### Met1 routing

Scale bar: 20 microns. Cells faint in the background.
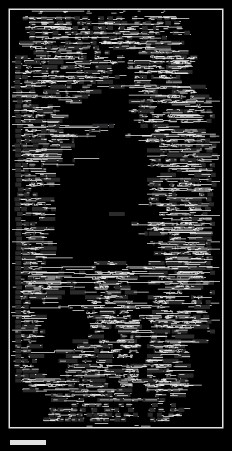
### Signal wires on met2

Cells faint in the background.
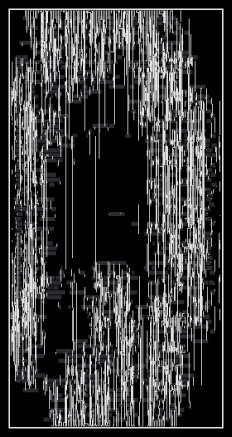
### The metal 3 layer

Scale bar: 20 microns. Cells faint in the background.
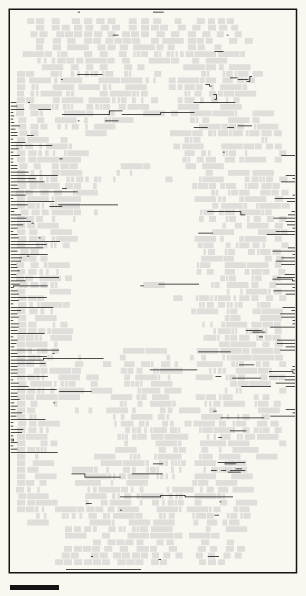
File: config.mk
export PLATFORM = sky130hd
export DESIGN_NAME = nanorv32_periph_arb
export DESIGN_NICKNAME = d
export VERILOG_FILES = /design/src/rtl/nanorv32_periph_arb.sv
export SDC_FILE = /design/constraint.sdc
export NUM_CORES = 1
export LEC_CHECK = 0
export CELL_PAD_IN_SITES_DETAIL_PLACEMENT = 0
export CELL_PAD_IN_SITES_GLOBAL_PLACEMENT = 1
export CORE_ASPECT_RATIO = 2
export CORE_MARGIN = 2
export CORE_UTILIZATION = 30
export CTS_BUF_LIST = sky130_fd_sc_hd__clkbuf_8 sky130_fd_sc_hd__clkbuf_16
export DETAILED_ROUTE_END_ITERATION = 16
export GPL_TIMING_DRIVEN = 0
export PLACE_DENSITY = 0.86
export SLEW_MARGIN = 20
export SYNTH_ARGS = -nofsm -noshare
export SYNTH_HDL_FRONTEND = slang
export SYNTH_SLANG_ARGS = --single-unit
export TNS_END_PERCENT = 5
File: constraint.sdc
create_clock -name clk_in -period 1.8 [get_ports clk_in]
set_input_delay 0.36 -clock clk_in [delete_from_list [all_inputs] [get_ports clk_in]]
set_output_delay 0.36 -clock clk_in [all_outputs]
set_load 0.03 [all_outputs]
File: src/rtl/nanorv32_periph_arb.sv
// Two-master round-robin arbiter for the nanorv32 peripheral bus.
// One transfer at a time; transfers that see no ready within TIMEOUT cycles are aborted with err.
module nanorv32_periph_arb #(
  parameter int unsigned ADDR_W  = 32,
  parameter int unsigned TIMEOUT = 16
) (
  input  logic              clk_in,
  input  logic              rst_n,
  input  logic              m0_req,
  input  logic [ADDR_W-1:0] m0_addr,
  input  logic [3:0]        m0_bytesel,
  input  logic [31:0]       m0_din,
  output logic              m0_ack,
  output logic [31:0]       m0_dout,
  output logic              m0_err,
  input  logic              m1_req,
  input  logic [ADDR_W-1:0] m1_addr,
  input  logic [3:0]        m1_bytesel,
  input  logic [31:0]       m1_din,
  output logic              m1_ack,
  output logic [31:0]       m1_dout,
  output logic              m1_err,
  output logic [ADDR_W-1:0] bus_periph_addr,
  output logic [3:0]        bus_periph_bytesel,
  output logic [31:0]       bus_periph_din,
  output logic              bus_periph_en,
  input  logic [31:0]       periph_bus_dout,
  input  logic              periph_bus_ready
);

  localparam int unsigned CNT_W = 8;
  localparam logic [CNT_W-1:0] CNT_LAST = CNT_W'(TIMEOUT - 1);

  typedef enum logic [1:0] {IDLE, ACCESS, RESP} state_t;

  state_t           state;
  logic             owner;
  logic             last_owner;
  logic [CNT_W-1:0] cnt;

  logic             grant_m1_c;
  logic             done_c;
  logic [31:0]      resp_dout_c;
  logic             resp_err_c;

  // m1 wins when it is alone, or when both request and m0 was served last
  always_comb begin
    grant_m1_c  = m1_req & (~m0_req | ~last_owner);
    done_c      = periph_bus_ready | (cnt == CNT_LAST);
    resp_dout_c = periph_bus_ready ? periph_bus_dout : 32'd0;
    resp_err_c  = ~periph_bus_ready;
  end

  always_ff @(posedge clk_in or negedge rst_n) begin
    if (!rst_n) begin
      state              <= IDLE;
      owner              <= 1'b0;
      last_owner         <= 1'b1;
      cnt                <= '0;
      m0_ack             <= 1'b0;
      m0_dout            <= '0;
      m0_err             <= 1'b0;
      m1_ack             <= 1'b0;
      m1_dout            <= '0;
      m1_err             <= 1'b0;
      bus_periph_addr    <= '0;
      bus_periph_bytesel <= '0;
      bus_periph_din     <= '0;
      bus_periph_en      <= 1'b0;
    end else begin
      case (state)
        IDLE: begin
          if (m0_req || m1_req) begin
            owner              <= grant_m1_c;
            bus_periph_addr    <= grant_m1_c ? m1_addr    : m0_addr;
            bus_periph_bytesel <= grant_m1_c ? m1_bytesel : m0_bytesel;
            bus_periph_din     <= grant_m1_c ? m1_din     : m0_din;
            cnt                <= '0;
            bus_periph_en      <= 1'b1;
            state              <= ACCESS;
          end
        end
        ACCESS: begin
          cnt <= cnt + CNT_W'(1);
          // ready on the last allowed cycle still counts as success
          if (done_c) begin
            bus_periph_en <= 1'b0;
            state         <= RESP;
            if (owner) begin
              m1_ack  <= 1'b1;
              m1_dout <= resp_dout_c;
              m1_err  <= resp_err_c;
            end else begin
              m0_ack  <= 1'b1;
              m0_dout <= resp_dout_c;
              m0_err  <= resp_err_c;
            end
          end
        end
        RESP: begin
          m0_ack     <= 1'b0;
          m0_dout    <= '0;
          m0_err     <= 1'b0;
          m1_ack     <= 1'b0;
          m1_dout    <= '0;
          m1_err     <= 1'b0;
          last_owner <= owner;
          state      <= IDLE;
        end
        default: state <= IDLE;
      endcase
    end
  end

endmodule

==> flow_summary_export.csv <==
group,metric,value,unit
critical_path,startpoint_type,"input pin",
run_status,failed_checks,"negative setup slack",
cells_and_area,antenna_cells,0,
run_status,status,"finished with violations",
cells_and_area,comb_area_share,30.9,%
power_and_ir_drop,p_leak,5.25,nW
cells_and_area,final-comb-area,3690,sq um
synthesis,yosysUniqueCellTypes,40,
global_route,grt_use_met1,18.5,%
timing,maxSlewViolCount,0,
clocking,cts_resized,144,
synthesis,ys_sh_aoi,24.5,%
synthesis,syn-num-nets,926,
placed_design,dpl_cell_area,11300,sq um
synthesis,logic_family,"AND-OR/OR-AND gates",
cells_and_area,seq_share,31.3,%
timing,skew,0.00445,ns
power_and_ir_drop,p_int,11.9,mW
power_and_ir_drop,power.share.clock,18.8,%
clocking,cts_hold_buffers,1,
synthesis,ys_cells,752,
floorplanning,design.die.area,27300,sq um
critical_path,reg2reg_from,"cnt[0]",
synthesis,ys_sh_mux,8.90,%
synthesis,synthCells,752,
synthesis,ys.flops,149,
power_and_ir_drop,maxPowerGroup,"combinational cells",
cells_and_area,flop-count,149,
power_and_ir_drop,p_seq,6.41,mW
timing,period_needed,1.83,ns
run,warnings,28,
timing,fin_ws,-0.0304,ns
power_and_ir_drop,ir_drop,0.722,mV
routing,ant_nets,0,
critical_path,path_cells,"clkdlybuf4s50_1, buf_4, clkbuf_1, a32oi_1, o211ai_2",
cells_and_area,fin_cells,1436,
timing,setup_violations,5,
synthesis,common_cells,"170 x nand2_1, 148 x dfrtp_1, 80 x o21ai_1",
synthesis,postSynthAreaPerCell,10.3,sq um
placed_design,dp.final_hpwl,20900,microns
clocking,clock_sinks,149,
cells_and_area,fin_util,46.7,%
power_and_ir_drop,p_comb_share,52.8,%
cells_and_area,buf_share,28.4,%
critical_path,crit_start,"periph_bus_ready",
cells_and_area,dominant_cells,"flip-flops and latches",
routing,avgRoutedWirePerCell,18.6,microns
power_and_ir_drop,powerComb,11.9,mW
cells_and_area,clk_share,5.73,%
timing,rsz0062_at_grt,"true",
global_route,grt_pass1_wl,41400,microns
cells_and_area,syn2layout_area_growth,53.4,%
floorplanning,dieWidth,118,microns
cells_and_area,signal_buffers,379,
About 'Met1 routing':
longest straight run = 31.3 microns
nets with wire on the layer = 1078
share of all routed wire = 33%
main direction = horizontal
wire length on this layer = 8780 microns

About 'Signal wires on met2':
longest straight run = 105 microns
share of all routed wire = 59%
WL final: 26700 microns
met2 Resource Use GR: 39.1%
Vias: 7131

About 'The metal 3 layer':
main direction = horizontal
nets with wire on the layer = 195
longest straight run = 30.6 microns
share of all routed wire = 5.1%
wire length on this layer = 1360 microns
GR Layer Usage met3: 4.53%

Power figures rest on the tool's default switching activity, not on a simulated workload.
